[src/rtl/ldtu_enc_pkg.sv]
// ---------------------------------------------------------------------------
// ldtu_enc_pkg
// Shared definitions for the LDTU sample encoder: word/sample widths, word
// header codes, the packer state encoding, and a helper that assembles a
// partial-baseline word.
// ---------------------------------------------------------------------------
package ldtu_enc_pkg;

    localparam int WORD_W   = 32;  // output word width
    localparam int SAMPLE_W = 13;  // gain bit + 12-bit sample
    localparam int BASE_W   = 6;   // encoded width of a baseline sample

    localparam logic [1:0] HDR_BASE_FULL = 2'b01;
    localparam logic [1:0] HDR_BASE_PART = 2'b10;
    localparam logic [5:0] HDR_SIG_FULL  = 6'b001010;
    localparam logic [5:0] HDR_SIG_PART  = 6'b001011;
    localparam logic [3:0] HDR_TRAILER   = 4'b1111;

    // Packer state. BASE additionally carries a held-sample count (1..4).
    typedef enum logic [1:0] {
        ST_IDLE = 2'd0,
        ST_BASE = 2'd1,
        ST_SIG  = 2'd2
    } enc_state_e;

    // Partial baseline word: header, 3 zero bits, count, then up to four
    // 6-bit samples with the oldest in the LSBs (unused slots already zero).
    function automatic logic [WORD_W-1:0] base_part_word(
        input logic [2:0]  n,
        input logic [23:0] samples
    );
        return {HDR_BASE_PART, 3'b000, n, samples};
    endfunction

endpackage

[src/rtl/ldtu_enc_ofifo.sv]
// ---------------------------------------------------------------------------
// ldtu_enc_ofifo
// Synchronous show-ahead FIFO with an occupancy counter and a sticky
// overflow flag. The head entry is presented on head/valid without a read
// request; pop consumes it on the next clock edge.
//
// Ports:
//   clk        clock
//   rst_n      asynchronous active-low reset (pointers, count, overflow)
//   push       write push_data this cycle
//   push_data  word to write
//   pop        consume the head word (ignored while empty)
//   head       head word, 0 while empty
//   valid      FIFO not empty
//   overflow   sticky; set when a push is dropped because the FIFO is full
// ---------------------------------------------------------------------------
module ldtu_enc_ofifo #(
    parameter int DEPTH = 8,
    parameter int WIDTH = 32
) (
    input  logic             clk,
    input  logic             rst_n,
    input  logic             push,
    input  logic [WIDTH-1:0] push_data,
    input  logic             pop,
    output logic [WIDTH-1:0] head,
    output logic             valid,
    output logic             overflow
);

    localparam int PTR_W = $clog2(DEPTH);
    localparam logic [PTR_W:0]   FULL_COUNT = (PTR_W + 1)'(DEPTH);
    localparam logic [PTR_W-1:0] PTR_ONE    = PTR_W'(1);
    localparam logic [PTR_W:0]   CNT_ONE    = (PTR_W + 1)'(1);

    logic [WIDTH-1:0] mem_q [DEPTH];
    logic [PTR_W-1:0] wr_ptr_q, wr_ptr_d;
    logic [PTR_W-1:0] rd_ptr_q, rd_ptr_d;
    logic [PTR_W:0]   count_q, count_d;
    logic             overflow_q, overflow_d;
    logic             empty, full, do_push, do_pop;

    always_comb begin
        empty   = (count_q == '0);
        full    = (count_q == FULL_COUNT);
        do_pop  = pop & ~empty;
        // A full FIFO still accepts a push when the head leaves the same cycle.
        do_push = push & (~full | do_pop);

        wr_ptr_d   = do_push ? wr_ptr_q + PTR_ONE : wr_ptr_q;
        rd_ptr_d   = do_pop  ? rd_ptr_q + PTR_ONE : rd_ptr_q;
        overflow_d = overflow_q | (push & ~do_push);

        count_d = count_q;
        case ({do_push, do_pop})
            2'b10:   count_d = count_q + CNT_ONE;
            2'b01:   count_d = count_q - CNT_ONE;
            default: count_d = count_q;
        endcase
    end

    always_ff @(posedge clk or negedge rst_n) begin
        if (!rst_n) begin
            wr_ptr_q   <= '0;
            rd_ptr_q   <= '0;
            count_q    <= '0;
            overflow_q <= 1'b0;
        end else begin
            wr_ptr_q   <= wr_ptr_d;
            rd_ptr_q   <= rd_ptr_d;
            count_q    <= count_d;
            overflow_q <= overflow_d;
        end
    end

    // Storage carries no reset; stale contents are masked by the count.
    always_ff @(posedge clk) begin
        if (do_push) begin
            mem_q[wr_ptr_q] <= push_data;
        end
    end

    assign head     = empty ? '0 : mem_q[rd_ptr_q];
    assign valid    = ~empty;
    assign overflow = overflow_q;

endmodule

[src/rtl/ldtu_sample_encoder.sv]
// ---------------------------------------------------------------------------
// ldtu_sample_encoder
// Packs a stream of 13-bit samples into 32-bit words: runs of baseline
// samples become 6-bit-per-sample words (5 per full word), signal samples
// become 13-bit-per-sample words (2 per full word). Completed words go into
// a show-ahead output FIFO drained with a valid/ready handshake.
//
// Ports:
//   CLK             system clock
//   reset           asynchronous active-low reset; 0 clears all state
//   ENC_enable      sample on DATA_to_enc is accepted this cycle
//   DATA_to_enc     [12] gain bit, [11:0] sample
//   baseline_flag   sample is baseline (only [5:0] encoded)
//   flush           emit the partial word (when no sample is accepted)
//   DATA_out        head word of the output FIFO (0 when empty)
//   out_valid       DATA_out valid
//   out_ready       consumer pops the head when out_valid & out_ready
//   ofifo_overflow  sticky; a push was dropped
//
// Build option: define LDTU_ENC_FRAME_TRAILER_EN to append a trailer word
// {4'b1111, 12'b0, frame number} after every FRAME_WORDS data words.
// ---------------------------------------------------------------------------
module ldtu_sample_encoder
    import ldtu_enc_pkg::*;
#(
    parameter int OFIFO_DEPTH = 8,
    parameter int FRAME_WORDS = 16
) (
    input  logic        CLK,
    input  logic        reset,
    input  logic        ENC_enable,
    input  logic [12:0] DATA_to_enc,
    input  logic        baseline_flag,
    input  logic        flush,
    output logic [31:0] DATA_out,
    output logic        out_valid,
    input  logic        out_ready,
    output logic        ofifo_overflow
);

    enc_state_e            state_q, state_d;
    logic [2:0]            n_q, n_d;            // baseline samples held (BASE)
    logic [23:0]           base_buf_q, base_buf_d;
    logic [SAMPLE_W-1:0]   sig_buf_q, sig_buf_d;

    logic                  data_push;
    logic [WORD_W-1:0]     data_word;
    logic                  fifo_push;
    logic [WORD_W-1:0]     fifo_word;
    logic [BASE_W-1:0]     base_smp;

    assign base_smp = DATA_to_enc[BASE_W-1:0];

    // ------------------------------------------------------------------
    // Packer. Every transition pushes at most one data word.
    // ------------------------------------------------------------------
    always_comb begin
        state_d    = state_q;
        n_d        = n_q;
        base_buf_d = base_buf_q;
        sig_buf_d  = sig_buf_q;
        data_push  = 1'b0;
        data_word  = '0;

        if (ENC_enable) begin
            if (baseline_flag) begin
                case (state_q)
                    ST_IDLE: begin
                        state_d    = ST_BASE;
                        n_d        = 3'd1;
                        base_buf_d = {18'b0, base_smp};
                    end
                    ST_BASE: begin
                        if (n_q == 3'd4) begin
                            data_push  = 1'b1;
                            data_word  = {HDR_BASE_FULL, base_smp, base_buf_q};
                            state_d    = ST_IDLE;
                            n_d        = 3'd0;
                            base_buf_d = '0;
                        end else begin
                            n_d = n_q + 3'd1;
                            case (n_q)
                                3'd1:    base_buf_d[11:6]  = base_smp;
                                3'd2:    base_buf_d[17:12] = base_smp;
                                default: base_buf_d[23:18] = base_smp;
                            endcase
                        end
                    end
                    ST_SIG: begin
                        data_push  = 1'b1;
                        data_word  = {HDR_SIG_PART, 13'b0, sig_buf_q};
                        state_d    = ST_BASE;
                        n_d        = 3'd1;
                        base_buf_d = {18'b0, base_smp};
                    end
                    default: begin
                        state_d = ST_IDLE;
                    end
                endcase
            end else begin
                case (state_q)
                    ST_IDLE: begin
                        state_d   = ST_SIG;
                        sig_buf_d = DATA_to_enc;
                    end
                    ST_SIG: begin
                        data_push = 1'b1;
                        data_word = {HDR_SIG_FULL, DATA_to_enc, sig_buf_q};
                        state_d   = ST_IDLE;
                    end
                    ST_BASE: begin
                        data_push  = 1'b1;
                        data_word  = base_part_word(n_q, base_buf_q);
                        state_d    = ST_SIG;
                        n_d        = 3'd0;
                        base_buf_d = '0;
                        sig_buf_d  = DATA_to_enc;
                    end
                    default: begin
                        state_d = ST_IDLE;
                    end
                endcase
            end
        end else if (flush) begin
            // A flush coinciding with an accepted sample is ignored above;
            // the partial word then waits for a later flush.
            case (state_q)
                ST_BASE: begin
                    data_push  = 1'b1;
                    data_word  = base_part_word(n_q, base_buf_q);
                    state_d    = ST_IDLE;
                    n_d        = 3'd0;
                    base_buf_d = '0;
                end
                ST_SIG: begin
                    data_push = 1'b1;
                    data_word = {HDR_SIG_PART, 13'b0, sig_buf_q};
                    state_d   = ST_IDLE;
                end
                default: begin
                    state_d = state_q;
                end
            endcase
        end
    end

    always_ff @(posedge CLK or negedge reset) begin
        if (!reset) begin
            state_q    <= ST_IDLE;
            n_q        <= 3'd0;
            base_buf_q <= '0;
            sig_buf_q  <= '0;
        end else begin
            state_q    <= state_d;
            n_q        <= n_d;
            base_buf_q <= base_buf_d;
            sig_buf_q  <= sig_buf_d;
        end
    end

`ifdef LDTU_ENC_FRAME_TRAILER_EN
    // ------------------------------------------------------------------
    // Frame trailer: counts data pushes, queues a trailer after every
    // FRAME_WORDS of them and slots it into the first cycle without a
    // data push.
    // ------------------------------------------------------------------
    localparam int CNT_W = (FRAME_WORDS > 1) ? $clog2(FRAME_WORDS) : 1;
    localparam logic [CNT_W-1:0] CNT_LAST = CNT_W'(FRAME_WORDS - 1);
    localparam logic [CNT_W-1:0] CNT_ONE  = CNT_W'(1);

    logic [CNT_W-1:0] word_cnt_q, word_cnt_d;
    logic             trailer_pend_q, trailer_pend_d;
    logic [15:0]      frame_num_q, frame_num_d;
    logic             trailer_push;

    always_comb begin
        word_cnt_d     = word_cnt_q;
        trailer_pend_d = trailer_pend_q;
        frame_num_d    = frame_num_q;
        trailer_push   = 1'b0;

        if (trailer_pend_q && !data_push) begin
            trailer_push   = 1'b1;
            trailer_pend_d = 1'b0;
            frame_num_d    = frame_num_q + 16'd1;
        end

        if (data_push) begin
            if (word_cnt_q == CNT_LAST) begin
                word_cnt_d     = '0;
                trailer_pend_d = 1'b1;
            end else begin
                word_cnt_d = word_cnt_q + CNT_ONE;
            end
        end
    end

    always_ff @(posedge CLK or negedge reset) begin
        if (!reset) begin
            word_cnt_q     <= '0;
            trailer_pend_q <= 1'b0;
            frame_num_q    <= 16'd0;
        end else begin
            word_cnt_q     <= word_cnt_d;
            trailer_pend_q <= trailer_pend_d;
            frame_num_q    <= frame_num_d;
        end
    end

    assign fifo_push = data_push | trailer_push;
    assign fifo_word = data_push ? data_word
                                 : {HDR_TRAILER, 12'b0, frame_num_q};
`else
    // Without the trailer, FRAME_WORDS only has to be a sensible value;
    // this empty block exists solely when it is not.
    if (FRAME_WORDS < 1) begin : g_frame_words_unused
    end

    assign fifo_push = data_push;
    assign fifo_word = data_word;
`endif

    ldtu_enc_ofifo #(
        .DEPTH (OFIFO_DEPTH),
        .WIDTH (WORD_W)
    ) u_ofifo (
        .clk       (CLK),
        .rst_n     (reset),
        .push      (fifo_push),
        .push_data (fifo_word),
        .pop       (out_ready),
        .head      (DATA_out),
        .valid     (out_valid),
        .overflow  (ofifo_overflow)
    );

endmodule

[config.mk]
export PLATFORM = sky130hd
export DESIGN_NAME = ldtu_sample_encoder
export DESIGN_NICKNAME = d
export VERILOG_FILES = /design/src/rtl/ldtu_enc_pkg.sv /design/src/rtl/ldtu_enc_ofifo.sv /design/src/rtl/ldtu_sample_encoder.sv
export SDC_FILE = /design/constraint.sdc
export NUM_CORES = 1
export LEC_CHECK = 0
export CORE_MARGIN = 3
export CORE_UTILIZATION = 25
export CTS_BUF_LIST = sky130_fd_sc_hd__clkbuf_4 sky130_fd_sc_hd__clkbuf_8
export DETAILED_ROUTE_END_ITERATION = 8
export GPL_ROUTABILITY_DRIVEN = 0
export GPL_TIMING_DRIVEN = 0
export PLACE_DENSITY = 0.42
export SYNTH_ARGS = -nofsm -noshare
export SYNTH_HDL_FRONTEND = slang
export SYNTH_SLANG_ARGS = --single-unit
[constraint.sdc]
create_clock -name CLK -period 5.7 [get_ports CLK]
set_clock_uncertainty 0.2 [all_clocks]
set_input_delay 1.14 -clock CLK [delete_from_list [all_inputs] [get_ports CLK]]
set_output_delay 1.14 -clock CLK [all_outputs]
set_load 0.1 [all_outputs]
Figure 1. Supply network (run 1).
Scale bar: 50 um. Pins as bars on the die edge.
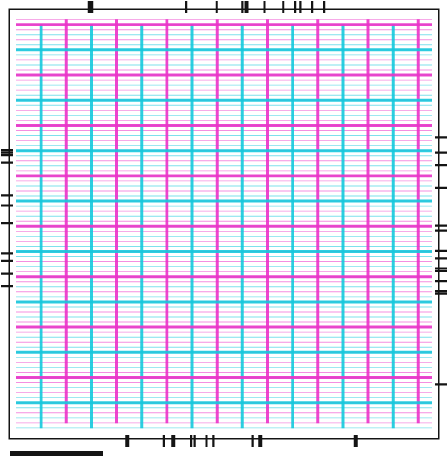
- VDD: magenta
- VSS: cyan
- met4 straps: 16
- met5 straps: 16

Figure 2. Cells coloured by class (run 1).
Scale bar: 50 um.
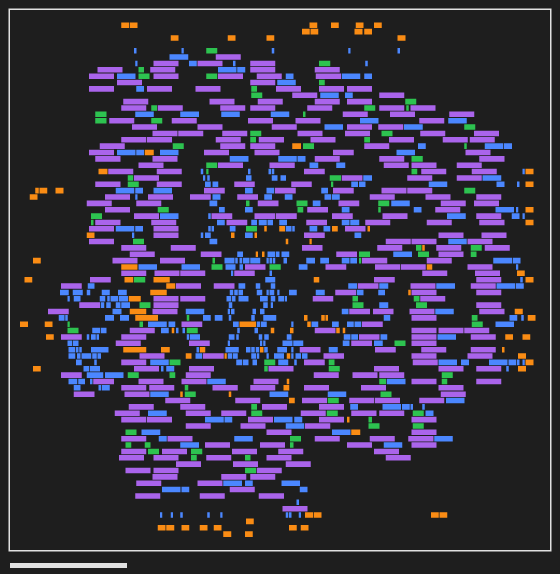
- clock drivers and dummy loads: green (cells 97)
- remaining buffers and delay cells: orange (cells 102)
- registers: purple (cells 309)
- remaining logic cells: blue (cells 340)

Figure 3. Clock network drawn from the DEF (run 1).
Scale bar: 50 um.
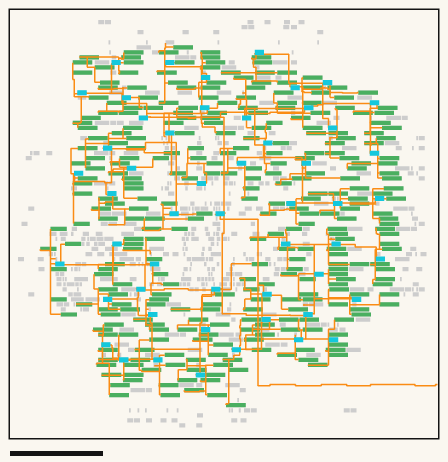
- clock-net drivers: cyan (count 52)
- flip-flops: green (count 309)
- clock wires: orange (length 4,330 um)
- routed clock nets: 53

==> Slide: Implementation Results, run 1 <==
Physical Implementation Snapshot

Clocking
  • CTS tree: built
  • CTS hold repair buffers: 0
  • Inserted Clock Buffers: approximately 52
  • Clk buf depth: 3
  • Worst-path clk slew: roughly 0.06 ns
  • CTS sink count: a little over 300
  • CTS resizes: 0
  • Root buffer cell: clkbuf_8

Synthesis
  • Yosys stat chip area: between 10,000 and 15,000 sq um
  • Ys Warns: 0
  • Seq/Total Area, Yosys: between 70% and 80%
  • Simple Share, Synth: under 10%
  • Number of enable flip-flop cells: between 200 and 300
  • Ys flops: 309
  • Synth unique cells: 54
  • Syn Nets: around 700
  • Largest logic family: multiplexers
  • Top-count cell post-synth: edfxtp_1
  • Post-synth top flop: edfxtp_1
  • Compound Share, Synth: under 10%
  • Synth area leader: edfxtp_1
  • Biggest area cells: edfxtp_1 61%, mux4_2 11%, dfrtp_1 10%

Worst setup path
  • Critical Path Start: u_ofifo.rd_ptr_q[1]$_DFFE_PN0P_
  • FF-to-FF setup slack: around 1.9 ns
  • Critical Path, Cell by Cell: buf_2, buf_1, mux4_2, mux2i_1, nor2_1, clkdlybuf4s50_1
  • CP Class: flop to output port
  • CP Capture Type: output port
  • Data arrival, critical path: ~4 ns
  • Cell depth of the worst setup path: 6
  • Worst reg2reg path depth: 10
  • Top delay family on crit path: buffers and inverters
  • CP max stage cell: clkdlybuf4s50_1
  • Startpoint types: flop

Floorplanning
  • Core Box Area: between 40,000 and 50,000 sq um
  • Die Wd: between 200 and 250 um
  • Initial core utilization: roughly a quarter
  • Die Y: ~230 um
  • Die Size: around 53,000 sq um
  • # rows: 81
  • Tap Cells: 664

Timing
  • Final setup margin: ~0.38 ns
  • Pins Over Slew Limit: 0
  • Final worst-path cycle share: between 90% and 100%
  • Slew margin rel.: a little under a third
  • Hold Vio Cnt, Final: 0

Global routing
  • Largest net degree at the start of global routing: 30
  • Initial antenna violation count: 2
  • First-pass GRT wire length: roughly 48 mm
  • GRT Residual Overflow: 0
  • Vias in the first global route: about 7,100
  • Met1 GRT Util: 17.0%
  • GR Layer Usage met2: approximately a fifth

Power and ir drop
  • P_sw: ~3.9 mW
  • Seq pwr share: approximately 33%
  • Pleak: around 5.3 nW
  • Overall Power: between 9 and 10 mW
  • Power Density: between 500 and 600 nW/um^2
  • Internal power: approximately 5.2 mW
  • Pwr top: combinational logic
  • Clock power share: between 20% and 30%
  • Comb pwr share: a little under half
  • Comb group: 4.13 mW
  • Worst vdd ir: slightly above 0.0003 V

Final layout
  • Top Registers: u_ofifo.mem_q: 256 flops, base_buf_q: 24 flops, sig_buf_q: 13 flops
  • Flop Count: just over 300
  • # clk buffers: between 70 and 80
  • Final core utilization: a little under a third
  • Finished Layout Cells: ~1,500
  • Dominant logic cell type in the layout: edfxtp_1
  • Reg with most FFs: u_ofifo.mem_q
  • Reg area: roughly 9000 sq um
  • Final instance area: between 15,000 and 20,000 sq um
  • Max reg flops: ~260
  • Comb_multi_in: 326
  • Nets: between 800 and 900
  • Comb gate area: approximately 3500 sq um
  • Top class by area: registers

Flow run
  • Count of tool warnings: 33
  • Max cap viols: 0

Detailed routing
  • Routed WL: approximately 32 mm
  • Via count: 6,706
  • Via/cell ratio: 4.43
  • Metal-1 WL: 15.3 mm
  • WL met3: 1.50 mm

Place
  • Post-DP Area: between 10,000 and 15,000 sq um
  • Port Buffer Count: between 50 and 60
  • DP Wirelength: 21.5 mm
  • DP Worst Slack: about 0.86 ns
  • Dpl cells: 1,415

Min path
  • Hold depth: 1
  • Hold WC Path Type: flop to flop
  • Hold endpoint: u_ofifo.overflow$_DFF_PN0_
  • HP Start: u_ofifo.overflow$_DFF_PN0_

Outcome
  • Status: finished, final reports clean
==> inputs of run 2 (changes only) <==
CAP_MARGIN = 20   (was unset)
SLEW_MARGIN = 5   (was unset)
Figure 4. Supply network (run 2).
Scale bar: 50 um. Pins as bars on the die edge.
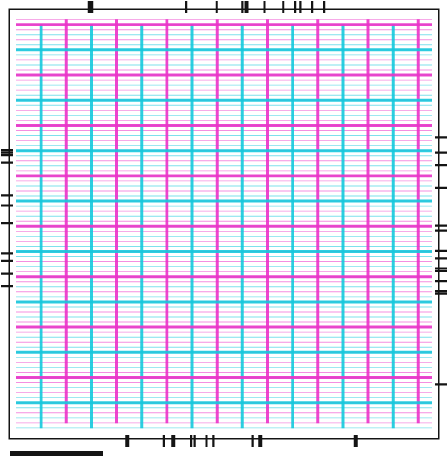
- VDD: magenta
- VSS: cyan
- met4 straps: 16
- met5 straps: 16
- rows: 81
- met1 rails: 82

==> Slide: Implementation Results, run 2 <==
Physical Implementation Snapshot

Outcome
  • Status: finished, final reports clean

Detailed routing
  • Metal-1 WL: 15.4 mm (+1.2%)
  • DR WL/cell: 21.8 um
  • Top routing layer in use: met4
  • TritonRoute pass-1 iters: 5
  • Via count: 6,692 (-0.21%)
  • Via/cell ratio: 4.42 (-0.14%)
  • WL met3: 1.51 mm (+0.53%)
  • Routed WL: 32.9 mm (+1.4%)

Final layout
  • Layout cell share with drive strength beyond 1: between 20% and 30%
  • Dominant logic cell type in the layout: edfxtp_1
  • Reg with most FFs: u_ofifo.mem_q
  • Final core utilization: 31.1% (+0.051 points)
  • Area Overhead vs Synth: 21.5%
  • Comb gate area: 3470 sq um (unchanged)
  • Top Layout Cells: 256 x edfxtp_1, 64 x mux4_2, 57 x clkbuf_8
  • Nets: 838 (unchanged)
  • Antenna cells: 0
  • Comb_multi_in: 326 (unchanged)
  • Final instance area: 15,400 sq um (+0.16%)
  • Fillers: roughly 5,000
  • # clk buffers: 80 (+2.6%)
  • Flop share of the area: between 50% and 60%
  • Max reg flops: 256 (unchanged)
  • Top class by area: registers
  • Finished Layout Cells: 1,513 (-0.066%)
  • Flop Count: 309 (unchanged)
  • Signal buffers share of area: between 5 and 6%
  • Non-CTS buffers: 101
  • Top Registers: u_ofifo.mem_q: 256 flops, base_buf_q: 24 flops, sig_buf_q: 13 flops
  • Comb/total area: 22.6%
  • Non-CTS inverters: 14
  • Reg area: 9010 sq um (unchanged)

Synthesis
  • Mux area share: about 16%
  • Top-count cell post-synth: edfxtp_1
  • Synth unique cells: 54 (unchanged)
  • Biggest area cells: edfxtp_1 61%, mux4_2 11%, dfrtp_1 10%
  • Seq/Total Area, Yosys: 71.3% (unchanged)
  • Share of flip-flops with an asynchronous set or reset: between 10% and 20%
  • Adder Share, Synth: around 1.4%
  • Gate Count Post-Synth: about 700
  • Netlist area before placement: between 10,000 and 15,000 sq um
  • Post-synth top flop: edfxtp_1
  • Ys flops: 309 (unchanged)
  • Synth area leader: edfxtp_1
  • Compound Share, Synth: 5.70% (unchanged)
  • Yosys cell count: 683
  • Ys Warns: 0 (unchanged)
  • Yosys stat chip area: 12,600 sq um (unchanged)
  • XOR-XNOR Cells, Area Fraction: less than 1%
  • Synth Area per Inst: between 15 and 20 sq um
  • Simple Share, Synth: 3.87% (unchanged)
  • Top post-synthesis cells by count: 256 x edfxtp_1, 64 x mux4_2, 60 x nor2_1
  • Number of enable flip-flop cells: 256 (unchanged)
  • Syn Nets: 716 (unchanged)
  • Largest logic family: multiplexers

Power and ir drop
  • Pleak: 5.35 nW (+0.37%)
  • Comb pwr share: 45.0% (-0.6 points)
  • P_seq: around 3 mW
  • Comb group: 4.14 mW (about the same)
  • Clock Power: just over 2 mW
  • Worst vdd ir: 0.000290 V (-6.7%)
  • Pwr top: combinational logic
  • P_sw: 3.93 mW (+0.62%)
  • Overall Power: 9.19 mW (+1.4%)
  • Internal power: 5.26 mW (+2.0%)
  • Power Density: 598 nW/um^2 (+1.2%)
  • Switching portion of total power: between 40% and 50%
  • Clock power share: 22.3% (+1.0 points)
  • Seq pwr share: 32.6% (-0.5 points)

Worst setup path
  • Crit path largest cell delay: ~0.99 ns
  • Crit-path max FO: 10
  • Cell depth of the worst setup path: 6 (unchanged)
  • Critical Path End: DATA_out[21]
  • Crit path DRT: 4.36 ns
  • R2r endpoint: u_ofifo.mem_q[0][3]$_DFFE_PP_
  • Top delay family on crit path: buffers and inverters
  • Critical Path, Cell by Cell: buf_2, buf_1, mux4_2, mux2i_1, nor2_1, clkdlybuf4s50_1
  • Critical Path Start: u_ofifo.rd_ptr_q[1]$_DFFE_PN0P_
  • Data arrival, critical path: 4.02 ns (+0.04 ns)
  • Startpoint types: flop
  • CP Capture Type: output port
  • CP Class: flop to output port
  • CP Buf/Inv Count: 3
  • FF-to-FF setup slack: 1.81 ns (-0.09 ns)
  • Worst reg2reg path depth: 10 (unchanged)
  • CP max stage cell: clkdlybuf4s50_1

Clocking
  • CTS tree: built
  • Root buffer cell: clkbuf_8
  • Inserted Clock Buffers: 53 (+1.9%)
  • Worst-path clk slew: 0.06 ns (about the same)
  • CTS resizes: 0 (unchanged)
  • CTS sink count: 309 (unchanged)
  • Worst-skew pair later-pin latency: roughly 0.61 ns
  • Total setup buffers inserted after CTS: 0
  • Clk buf depth: 3 (unchanged)
  • H-tree depth: 2
  • CTS hold repair buffers: 0 (unchanged)

Floorplanning
  • # rows: 81 (unchanged)
  • Tap Cells: 664 (unchanged)
  • Die Wd: 231 um (unchanged)
  • Die Y: 231 um (unchanged)
  • Initial core utilization: 25.6% (unchanged)
  • Die Size: 53,300 sq um (unchanged)
  • Boundary pin count: roughly 53
  • Core Box Area: 49,500 sq um (unchanged)

Timing
  • Setup TNS: 0 ns
  • Final min period: 5.36 ns
  • RSZ-0062 raised after global routing: false
  • Final worst-path cycle share: 94.0% (+0.66 points)
  • Hold Vio Cnt, Final: 0 (unchanged)
  • Final setup margin: 0.343 ns (-0.0378 ns)
  • Final setup viols: 0
  • Slew margin rel.: 31.8% (+0.20 points)
  • Peak Freq: 0.187 GHz
  • Pins Over Slew Limit: 0 (unchanged)
  • Transition time of the tightest slew-check pin: about 1.0 ns

Place
  • Dpl cells: 1,414 (-0.071%)
  • DP Worst Slack: 0.847 ns (-0.0103 ns)
  • Port Buffer Count: 52 (unchanged)
  • Post-DP Area: 14,300 sq um (-0.23%)
  • DP Wirelength: 21.4 mm (-0.53%)

Min path
  • Hold endpoint: u_ofifo.overflow$_DFF_PN0_
  • Hold depth: 1 (unchanged)
  • Hold WC Path Type: flop to flop
  • HP Start: u_ofifo.overflow$_DFF_PN0_

Global routing
  • Vias in the first global route: 7,270 (+2.6%)
  • Largest net degree at the start of global routing: 54 (+80%)
  • GR peak layer: met2
  • Met1 GRT Util: 17.3% (+0.25 points)
  • Initial antenna violation count: 0 (-2)
  • First-pass GRT wire length: 48.9 mm (+1.8%)
  • GRT Residual Overflow: 0 (unchanged)
  • Total track usage: 12.5%
  • GR Layer Usage met2: 19.4% (-0.028 points)
  • GRT met3 Usage: between 2 and 3%

Flow run
  • Max cap viols: 0 (unchanged)
  • Count of tool warnings: 33 (unchanged)
==> inputs of run 3 (changes only) <==
CORE_MARGIN = 5   (was 3)
Figure 5. Routed metal, one colour a layer (run 3).
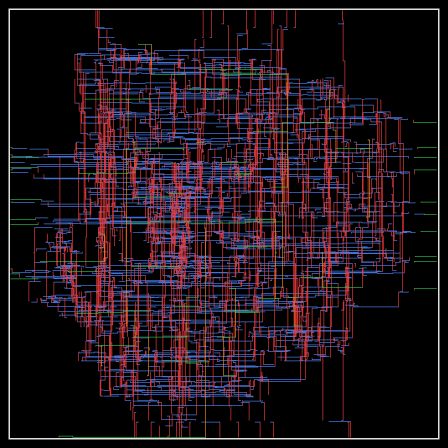
- M4: orange (wire length 717 um)
- M3: green (wire length 1,120 um)
- M1: blue (wire length 15,200 um)
- M2: red (wire length 15,700 um)

==> Slide: Implementation Results, run 3 <==
Physical Implementation Snapshot

Detailed routing
  • Routed WL: 32.7 mm (-0.56%)
  • Metal-1 WL: 15.2 mm (-1.6%)
  • TritonRoute pass-1 iters: 4 (-1)
  • DR WL/cell: 21.5 um (-1.3%)
  • Via count: 6,765 (+1.1%)

Clocking
  • CTS tree: built
  • CTS resizes: 0 (unchanged)
  • Total setup buffers inserted after CTS: 0 (unchanged)
  • CTS hold repair buffers: 0 (unchanged)
  • Worst-skew pair later-pin latency: 0.61 ns (about the same)
  • Clk buf depth: 3 (unchanged)
  • Worst-path clk slew: 0.06 ns (about the same)
  • H-tree depth: 2 (unchanged)

Timing
  • Final setup margin: 0.396 ns (+0.0525 ns)
  • Final min period: 5.30 ns (-0.0525 ns)
  • Final worst-path cycle share: 93.1% (-0.92 points)
  • Pins Over Slew Limit: 0 (unchanged)
  • RSZ-0062 raised after global routing: false
  • Setup TNS: 0 ns (unchanged)
  • Hold Vio Cnt, Final: 0 (unchanged)

Synthesis
  • XOR-XNOR Cells, Area Fraction: 0.415% (unchanged)
  • Top post-synthesis cells by count: 256 x edfxtp_1, 64 x mux4_2, 60 x nor2_1
  • Synth area leader: edfxtp_1
  • Syn Nets: 716 (unchanged)
  • Ys Warns: 0 (unchanged)
  • Adder Share, Synth: 1.44% (unchanged)
  • Largest logic family: multiplexers
  • Mux area share: 15.6% (unchanged)
  • Ys flops: 309 (unchanged)
  • Yosys cell count: 683 (unchanged)
  • Biggest area cells: edfxtp_1 61%, mux4_2 11%, dfrtp_1 10%
  • Compound Share, Synth: 5.70% (unchanged)
  • Simple Share, Synth: 3.87% (unchanged)
  • Netlist area before placement: 12,600 sq um (unchanged)
  • Synth Area per Inst: 18.5 sq um (unchanged)
  • Top-count cell post-synth: edfxtp_1

Worst setup path
  • Crit path largest cell delay: 1.19 ns (+0.20 ns)
  • Top delay family on crit path: buffers and inverters
  • Worst reg2reg path depth: 11 (+1)
  • CP max stage cell: clkdlybuf4s50_1
  • Startpoint types: flop
  • R2r endpoint: u_ofifo.mem_q[0][6]$_DFFE_PP_
  • Cell depth of the worst setup path: 6 (unchanged)
  • Critical Path, Cell by Cell: buf_2, buf_1, mux4_2, mux2i_1, nor2_1, clkdlybuf4s50_1
  • CP Buf/Inv Count: 3 (unchanged)
  • Crit path DRT: 4.36 ns (about the same)

Final layout
  • Reg area: 9010 sq um (unchanged)
  • Layout cell share with drive strength beyond 1: 25.6% (+0.26 points)
  • Comb/total area: 22.6% (about the same)
  • Non-CTS buffers: 104 (+3.0%)
  • Flop share of the area: 58.6% (about the same)
  • Top Registers: u_ofifo.mem_q: 256 flops, base_buf_q: 24 flops, sig_buf_q: 13 flops
  • # clk buffers: 79 (-1.3%)
  • Finished Layout Cells: 1,525 (+0.79%)
  • Comb_multi_in: 326 (unchanged)
  • Dominant logic cell type in the layout: edfxtp_1
  • Nets: 843 (+0.60%)
  • Final instance area: 15,400 sq um (about the same)
  • Top Layout Cells: 256 x edfxtp_1, 64 x mux4_2, 55 x clkbuf_8
  • Comb gate area: 3470 sq um (unchanged)
  • Non-CTS inverters: 14 (unchanged)

Global routing
  • GR Layer Usage met2: 19.0% (-0.41 points)
  • Vias in the first global route: 7,428 (+2.2%)
  • GRT Residual Overflow: 0 (unchanged)
  • Total track usage: 11.8% (-0.72 points)
  • First-pass GRT wire length: 48.9 mm (about the same)
  • Largest net degree at the start of global routing: 54 (unchanged)
  • Initial antenna violation count: 2 (+2)
  • GR peak layer: met2

Min path
  • Hold WC Path Type: flop to flop
  • Hold endpoint: u_ofifo.overflow$_DFF_PN0_
  • HP Start: u_ofifo.overflow$_DFF_PN0_

Floorplanning
  • Initial core utilization: 25.3% (-0.31 points)
  • # rows: 82 (+1.2%)
  • Die Y: 235 um (+1.7%)
  • Core Box Area: 50,100 sq um (+1.2%)
  • Die Wd: 235 um (+1.7%)

Power and ir drop
  • Internal power: 5.21 mW (-1.0%)
  • Switching portion of total power: 43.0% (+0.29 points)
  • Clock power share: 21.8% (-0.5 points)
  • Overall Power: 9.14 mW (-0.54%)
  • Comb group: 4.15 mW (about the same)
  • P_sw: 3.93 mW (+0.14%)
  • Power Density: 594 nW/um^2 (-0.58%)

Place
  • DP Wirelength: 21.7 mm (+1.3%)
  • Port Buffer Count: 52 (unchanged)
  • DP Worst Slack: 1.05 ns (+0.205 ns)
  • Post-DP Area: 14,300 sq um (+0.26%)

Outcome
  • Status: finished, final reports clean

Flow run
  • Max cap viols: 0 (unchanged)
No activity file was given, so power comes from the tool's default toggle rates.
